Figure 1. Wires at chosen ports, followed through buffers (run 1).
(2 px per µm)
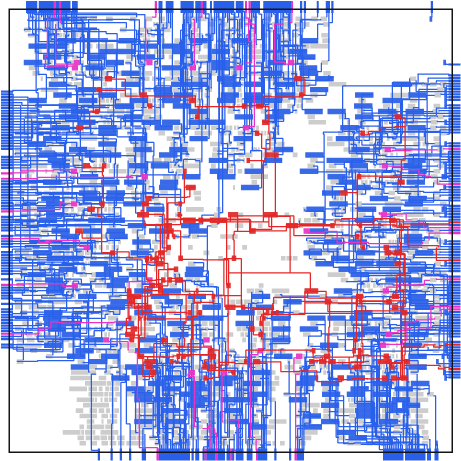
Figure 2. Clock wires, drivers and flops (run 1).
(2 px per µm)
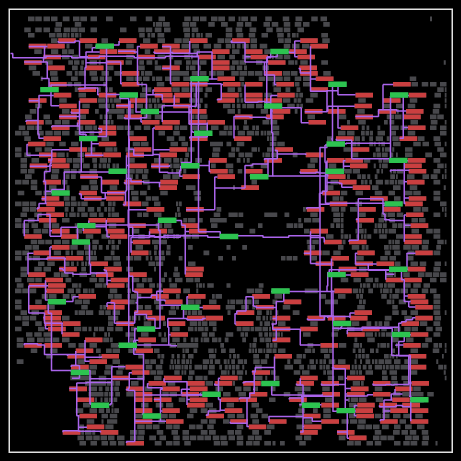
Figure 3. M3 wires (run 1).
(1.5 px per µm) Cells faint in the background.
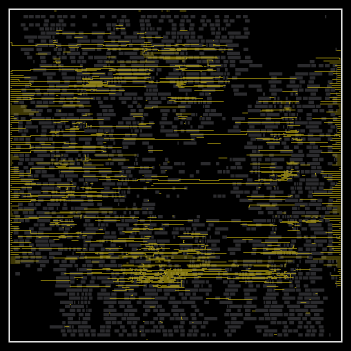
`config.mk`:
```
export PLATFORM = sky130hd
export DESIGN_NAME = reg_bank_writer
export DESIGN_NICKNAME = d
export VERILOG_FILES = /design/src/rtl/reg_bank_writer.sv
export SDC_FILE = /design/constraint.sdc
export NUM_CORES = 1
export LEC_CHECK = 0
export CORE_MARGIN = 2
export CORE_UTILIZATION = 40
export CTS_BUF_LIST = sky130_fd_sc_hd__clkbuf_16
export DETAILED_ROUTE_END_ITERATION = 10
export PLACE_DENSITY = 0.66
export SLEW_MARGIN = 20
export SYNTH_ARGS = -nofsm -noshare
export SYNTH_HDL_FRONTEND = slang
export SYNTH_SLANG_ARGS = --single-unit
```
`constraint.sdc`:
```
create_clock -name clk -period 32.4 [get_ports clk]
set_input_delay 3.24 -clock clk [delete_from_list [all_inputs] [get_ports clk]]
set_output_delay 3.24 -clock clk [all_outputs]
set_load 0.005 [all_outputs]
```
`src/rtl/reg_bank_writer.sv`:
```
// rtl/reg_bank_writer.sv - MEM/WB stage register and 13 x 26-bit write-back register bank
// Optional read bypass from the stage register: define REGBANK_BYPASS_EN.
module reg_bank_writer #(
  parameter int DATA_W = 26,
  parameter int NREGS  = 13,
  parameter int ADDR_W = 4
) (
  input  logic              clk,
  input  logic              rst,
  input  logic              wb_valid,
  input  logic [ADDR_W-1:0] wb_addr,
  input  logic [DATA_W-1:0] wb_data,
  input  logic              stall,
  input  logic              flush,
  input  logic [ADDR_W-1:0] ra1,
  input  logic [ADDR_W-1:0] ra2,
  output logic [DATA_W-1:0] rd1,
  output logic [DATA_W-1:0] rd2,
  output logic [DATA_W-1:0] bank_out [NREGS-1:0],
  output logic              pend_valid,
  output logic              addr_err
);

  localparam logic [ADDR_W-1:0] LAST_ADDR = ADDR_W'(NREGS - 1);

  logic [DATA_W-1:0] r_bank [NREGS-1:0];
  logic              r_pend_valid;
  logic [ADDR_W-1:0] r_pend_addr;
  logic [DATA_W-1:0] r_pend_data;
  logic              r_addr_err;

  logic              w_wb_illegal;
  logic              w_pend_writable;
  logic [DATA_W-1:0] w_rd1;
  logic [DATA_W-1:0] w_rd2;

  assign w_wb_illegal = wb_addr > LAST_ADDR;
  // R0 and out-of-range entries ride through the stage but never reach the array.
  assign w_pend_writable = r_pend_valid && (r_pend_addr != '0) && (r_pend_addr <= LAST_ADDR);

  always_ff @(posedge clk or posedge rst) begin
    if (rst) begin
      for (int i = 0; i < NREGS; i++) begin
        r_bank[i] <= '0;
      end
      r_pend_valid <= 1'b0;
      r_pend_addr  <= '0;
      r_pend_data  <= '0;
      r_addr_err   <= 1'b0;
    end else if (flush) begin
      r_pend_valid <= 1'b0;
    end else if (!stall) begin
      for (int i = 1; i < NREGS; i++) begin
        if (w_pend_writable && (r_pend_addr == ADDR_W'(i))) begin
          r_bank[i] <= r_pend_data;
        end
      end
      r_pend_valid <= wb_valid;
      r_pend_addr  <= wb_addr;
      r_pend_data  <= wb_data;
      if (wb_valid && w_wb_illegal) begin
        r_addr_err <= 1'b1;
      end
    end
  end

  always_comb begin
    w_rd1 = '0;
    w_rd2 = '0;
    for (int i = 1; i < NREGS; i++) begin
      if (ra1 == ADDR_W'(i)) w_rd1 = r_bank[i];
      if (ra2 == ADDR_W'(i)) w_rd2 = r_bank[i];
    end
`ifdef REGBANK_BYPASS_EN
    if (w_pend_writable && (r_pend_addr == ra1)) w_rd1 = r_pend_data;
    if (w_pend_writable && (r_pend_addr == ra2)) w_rd2 = r_pend_data;
`else
`endif
  end

  assign rd1        = w_rd1;
  assign rd2        = w_rd2;
  assign bank_out   = r_bank;
  assign pend_valid = r_pend_valid;
  assign addr_err   = r_addr_err;

endmodule

```
==> job_summary.md, run 1 <==
### Flow metrics

| Metric | Value |
|---|---|
| Synth warn | `26` |
| Leak Pwr | `10.74 nW` |
| Top_reg_cell synth | `dfrtp_1` |
| Yosys cell count | `1665` |
| PwrDens | `51.86 nW/µm²` |
| MI comb cells | `1152` |
| Slew @ Worst Pin | `1.248 ns` |
| Post-Layout Cell Count | `2625` |
| IO Port Bufs | `408` |
| CP endpoint kind | `primary output` |
| Total tool warning count | `28` |
| Status | `finished clean` |
| Worst R2R End | `bank_out[35]` |
| CTS Sinks | `344` |
| Arrival @ worst endpoint | `6.93 ns` |
| Ant. Diodes | `1` |
| Worst vdd ir | `0.00005062 V` |
| FILL cells | `4077` |
| WS Path Type | `in2out` |
| Number of tapcells | `607` |
| Initial antenna violation count | `2` |
| Min-Delay Endpoint | `addr_err` |
Back to the opening pictures, Figure 1:
magenta -> rd1  # bits 26, direction output, end cells 26, wire 1260 µm
red -> ra2  # bits 4, direction input, end cells 147, wire 3210 µm
blue -> bank_out  # bits 338, direction output, end cells 338, wire 23.4 mm

Back to the opening pictures, Figure 2:
purple -> clock wires  # length 4870 µm
red -> flip-flops  # count 344
green -> clock-net drivers  # count 40
flops lie = all over the die
routed clock nets = 41
P_clk: 0.447 mW
Late-Pin Clk Latency: 0.57 ns
Clk pwr share: 0.353

Back to the opening pictures, Figure 3:
main direction = horizontal
nets with wire on the layer = 416
wire length on this layer = 8500 µm
share of all routed wire = 10%
via count: 16910
total wire length: 84290 µm
GRT met3 Usage: 0.08838

run 1: worst max-delay path, cell delays in order:
cell             delay (ns)
clkdlybuf4s50_1        0.46
buf_4                  0.41
nand2b_2               0.55
nor2_4                 1.07
a22oi_1                0.16
a31oi_1                0.43
clkdlybuf4s50_1        0.58
run 1: metrics by stage:
stage / hold slack [ns] / setup slack [ns] / total power [mW]
finish: 0.4776 / 22.23 / 1.265
global route: 0.5147 / 22.20 / 1.312
CTS: 0.4830 / 22.25 / 1.266
detailed placement: 0.4695 / 22.26 / 0.8198
global placement: 0.4631 / 22.28 / 0.8141
floorplan: 0.4678 / 19.62 / 0.6507
run 1: state kept, by name, summed over array words and instances (netlist names):
register and count:
r_pend_data 26, r_pend_addr 4, addr_err 1, pend_valid 1, bank_out 312
run 1: kinds of logic (layout without fill, tap and decap cells):
kind of cell | Yosys count | in the layout | share of synthesized area
multiplexers | 437 | 437 | 0.2576
AND-OR/OR-AND | 463 | 463 | 0.1673
other | 1 | 27 | 0.0001996
buffers and inverters | 194 | 521 | 0.05335
flip-flops | 344 | 344 | 0.4583
AND/OR/NAND/NOR | 226 | 226 | 0.06321
run 1: routing by layer:
metal,track usage,part of all wire,vias to the layer above
li1,-,-,6893
met1,0.4377,0.39,8558
met2,0.5279,0.45,1162
met3,0.08838,0.10,298
met4,0.1729,0.055,0
met5,0.005051,0,-
run 1: report_power, final:
| group | internal, mW | switching, mW | leakage, nW | total (mW) |
|---|---|---|---|---|
| Combinational | 0.150 | 0.110 | 5.42 | 0.260 |
| Clock | 0.260 | 0.187 | 0.652 | 0.447 |
| Sequential | 0.478 | 0.0795 | 4.67 | 0.558 |
==> inputs of run 2 (changes only) <==
==> constraint.sdc (replaced) <==
create_clock -name clk -period 9.8 [get_ports clk]
set_input_delay 0.98 -clock clk [delete_from_list [all_inputs] [get_ports clk]]
set_output_delay 0.98 -clock clk [all_outputs]
set_load 0.005 [all_outputs]
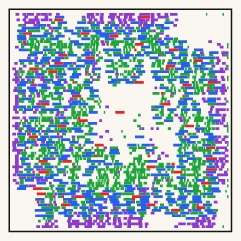
Figure 4: run 2, cells coloured by class.
(1 px per µm)
green -> remaining logic cells  # cells 1160
red -> clock drivers and dummy loads  # cells 72
blue -> sequential cells  # cells 344
purple -> remaining buffers and delay cells  # cells 441

==> job_summary.md, run 2 <==
### Flow metrics

| Metric | Value |
|---|---|
| Min-Delay Endpoint | `addr_err` |
| FILL cells | `4138 (+1.5%)` |
| IO Port Bufs | `408 (unchanged)` |
| Post-Layout Cell Count | `2624 (-0.038%)` |
| Slew @ Worst Pin | `1.257 ns (+0.008861 ns)` |
| Pwr Total | `4.169 mW (+230%)` |
| GR Util met2 | `0.5401 (+0.01219)` |
| Synth warn | `26 (unchanged)` |
| Arrival @ worst endpoint | `4.62 ns (-2.31 ns)` |
| Met1 Track Usage GR | `0.4295 (-0.008152)` |
| Ant. Diodes | `0 (-1)` |
| Max reg flops | `312 (unchanged)` |
| Yosys cell count | `1665 (unchanged)` |
| Worst vdd ir | `0.0001372 V (+170%)` |
| CTS Sinks | `344 (unchanged)` |
| Critical path cell sequence | `clkdlybuf4s50_1 > buf_4 > nand2b_2 > nor2_2 > buf_4 > a222oi_1 > a21boi_0 > o21ai_1 > clkdlybuf4s50_1` |
| PwrDens | `171.2 nW/µm² (+230%)` |
| Highest-delay cell along the critical path | `nor2_2` |
| Initial antenna violation count | `1 (-1)` |
| Status | `finished clean` |
| Top_reg_cell synth | `dfrtp_1` |
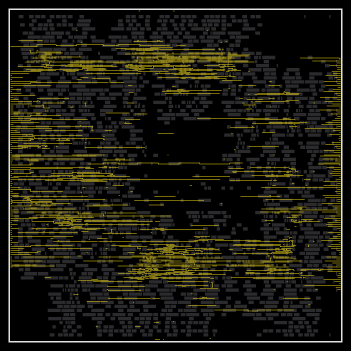
Figure 5: run 2, M3 wires.
(1.5 px per µm) Cells faint in the background.
share of all routed wire = 11%
longest straight run = 91.5 µm
GRT met3 Usage: 0.08137
via count: 16860
total wire length: 83490 µm

==> run 2: cell counts after synthesis <==
Identical to the previous run, type by type.
==> run 2: cell type report <==
class	count	area share
repair buffers	441	0.1779
flip-flops and latches	344	0.3535
clock buffers	41	0.04213
inverters	8	0.001387
well taps	607	0.03119
multi-input cells	1152	0.3846
clock inverters	31	0.009351
==> run 2: worst max path at each step <==
stage                    end  slack (ns)  depth (start not counted)
floorplan           addr_err        4.22                          1
global placement      rd2[2]        4.35                          9
detailed placement    rd2[2]        4.32                          9
CTS                   rd2[2]        4.32                          9
global route         rd2[24]        4.25                          9
finish               rd2[24]        4.20                          9
==> run 2: routing by layer <==
layer	up-vias	routed length (µm)
li1	6892	-
met1	8507	31680
met2	1175	38690
met3	282	8765
met4	0	4356
met5	-	0
==> run 2: cell families after synthesis <==
group / share of synthesized area
buf+inv: 0.05335
mux: 0.2576
simple gates: 0.06321
compound gates: 0.1673
other cells: 0.0001996
flops: 0.4583
==> run 2: power by group <==
group	internal, mW	switching, mW
clock	0.838	0.627
sequential	1.58	0.268
combinational	0.494	0.359
total	2.91	1.26
==> run 2: worst max-delay path: cells and delay by family <==
kind / cells / cell delay [ns]
AND-OR/OR-AND: 3 / 0.49
buffers and inverters: 4 / 1.75
AND/OR/NAND/NOR: 2 / 1.37
==> run 2: stage by stage <==
| step | setup WS, ns | hold WS, ns |
|---|---|---|
| after global routing | 4.249 | 0.5239 |
| after detailed placement | 4.323 | 0.4778 |
| final | 4.201 | 0.4826 |
| after floorplan | 4.218 | 0.4678 |
| after global placement | 4.347 | 0.4652 |
| after CTS | 4.315 | 0.4915 |
==> inputs of run 3 (changes only) <==
==> constraint.sdc (replaced) <==
create_clock -name clk -period 5.36 [get_ports clk]
set_input_delay 0.536 -clock clk [delete_from_list [all_inputs] [get_ports clk]]
set_output_delay 0.536 -clock clk [all_outputs]
set_load 0.005 [all_outputs]
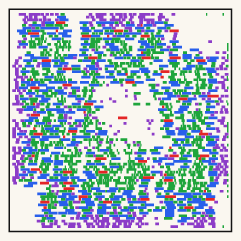
Figure 6: run 3, cells coloured by class.
(1 px per µm)
blue -> sequential cells  # cells 344
purple -> remaining buffers and delay cells  # cells 458
red -> clock drivers and dummy loads  # cells 69
green -> remaining logic cells  # cells 1160

==> job_summary.md, run 3 <==
### Flow metrics

| Metric | Value |
|---|---|
| CP endpoint kind | `primary output` |
| Simple share | `0.06321 (unchanged)` |
| RSZ-0062 raised after global routing | `no` |
| Top_reg_cell synth | `dfrtp_1` |
| Critical path cell sequence | `clkdlybuf4s50_1 > nor2b_1 > nand3_1 > nor2_1 > o21ai_0 > clkdlybuf4s50_1` |
| Adder Area Share | `0 (unchanged)` |
| Arrival @ worst endpoint | `4.03 ns (-0.59 ns)` |
| Via count | `16950 (+0.53%)` |
| Status | `finished clean` |
| Core area | `46460 µm²` |
| CTS Sinks | `344 (unchanged)` |
| Global-route wire length before repair | `118300 µm` |
| Top cell excl fill/tap | `clkdlybuf4s50_1` |
| Synth top area share | `0.4583` |
| PwrDens | `310.7 nW/µm² (+82%)` |
| Yosys xor share | `0 (unchanged)` |
| Pwr Total | `7.603 mW (+82%)` |
| Vert. Die Dim | `220.7 µm` |
| IO Port Bufs | `408 (unchanged)` |
| Wire per inst | `31.95 µm` |
| P&R area growth vs syn | `30.26%` |
| Slew @ Worst Pin | `1.240 ns (-0.01682 ns)` |
| Die ar. | `48710 µm²` |
| Final count of hold timing violations | `0` |
| Synth warn | `26 (unchanged)` |
| Synth logic family | `multiplexers` |
| Ant. Diodes | `0 (unchanged)` |
| Highest-delay cell along the critical path | `clkdlybuf4s50_1` |
| Mean Syn Cell Area | `11.28 µm²` |
| Crit path max fanout | `16` |
| Minimum clock period after layout | `4.569 ns` |
| TritonCTS clock tree | `done` |
| Total wire length | `84280 µm (+0.95%)` |
| Yosys aoi share | `0.1673 (unchanged)` |
| Post-DP HPWL | `54600 µm` |
| Pre-CTS WS | `1.014 ns (-3.309 ns)` |
| Via density | `6.424` |
| Initial antenna violation count | `0 (-1)` |
| DR DRC count | `0` |
| Largest net degree at the start of global routing | `153` |
| Worst vdd ir | `0.0001829 V (+33%)` |
| Yosys cell count | `1665 (unchanged)` |
| Antenna viol nets, final | `0` |
| Max reg flops | `312 (unchanged)` |
| Final WS setup | `0.7909 ns (-3.410 ns)` |
| Most frequent cell after synthesis | `mux2_2` |
| Post-synth mux share | `0.2576 (unchanged)` |
| Final GP Congestion | `0.9348` |
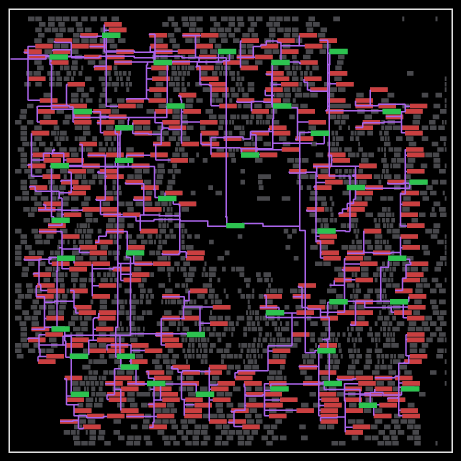
Figure 7: run 3, clock wires, drivers and flops.
(2 px per µm)
purple -> clock wires  # length 4660 µm
red -> flip-flops  # count 344
green -> clock-net drivers  # count 40
routed clock nets = 41
Clk pwr share: 0.347
P_clk: 2.64 mW

-- run 3: layout make-up --
| type | instances | area [µm²] |
|---|---|---|
| inverters | 8 | 33.78 |
| well taps | 607 | 759.5 |
| flip-flops and latches | 344 | 8608 |
| fillers | 4108 | 21990 |
| clock inverters | 28 | 215.2 |
| repair buffers | 458 | 4459 |
| multi-input cells | 1152 | 9366 |
| clock buffers | 41 | 1026 |
-- run 3: power by group --
group          switching [mW]  total, mW  internal (mW)
logic                   0.664       1.57          0.910
registers               0.497       3.39           2.89
clock network            1.11       2.64           1.53
total                    2.27       7.60           5.33
-- run 3: per-stage QoR --
step	std cells	area (µm²)	hold slack, ns
floorplan	1690	18880	0.4678
global placement	2569	23230	0.4660
detailed placement	2569	23230	0.4777
CTS	2638	24470	0.3605
global route	2638	24470	0.3960
finish	2638	24470	0.3688
-- run 3: worst paths after layout --
kind,startpoint,to,depth (start not counted)
setup reg to reg,r_pend_addr[0],bank_out[312],4
hold reg to reg,addr_err,addr_err,1
max in group asynchronous,rst,bank_out[213],3
min in group clk,addr_err,addr_err,1
setup / recovery,ra2[3],rd2[16],6
hold / removal,rst,bank_out[73],2
-- run 3: worst max-delay path, delay by kind of cell --
kind | cells | cell delay [ns]
AOI/OAI and AO/OA | 1 | 0.26
buffers and inverters | 2 | 1.57
and+or+nand+nor | 3 | 1.65
-- run 3: layer usage --
metal,global-route usage,vias up,part of all wire
li1,-,6903,-
met1,0.4354,8534,0.38
met2,0.5391,1240,0.46
met3,0.08742,269,0.11
met4,0.1513,0,0.048
met5,0,-,0
-- run 3: cell families (layout without fill, tap and decap cells) --
kind of cell           Yosys count  count (layout)
flip-flops                     344             344
multiplexers                   437             437
other                            1              26
buffers and inverters          194             535
AND/OR/NAND/NOR                226             226
AND-OR/OR-AND                  463             463
Power is estimated from default activity; no workload was simulated.
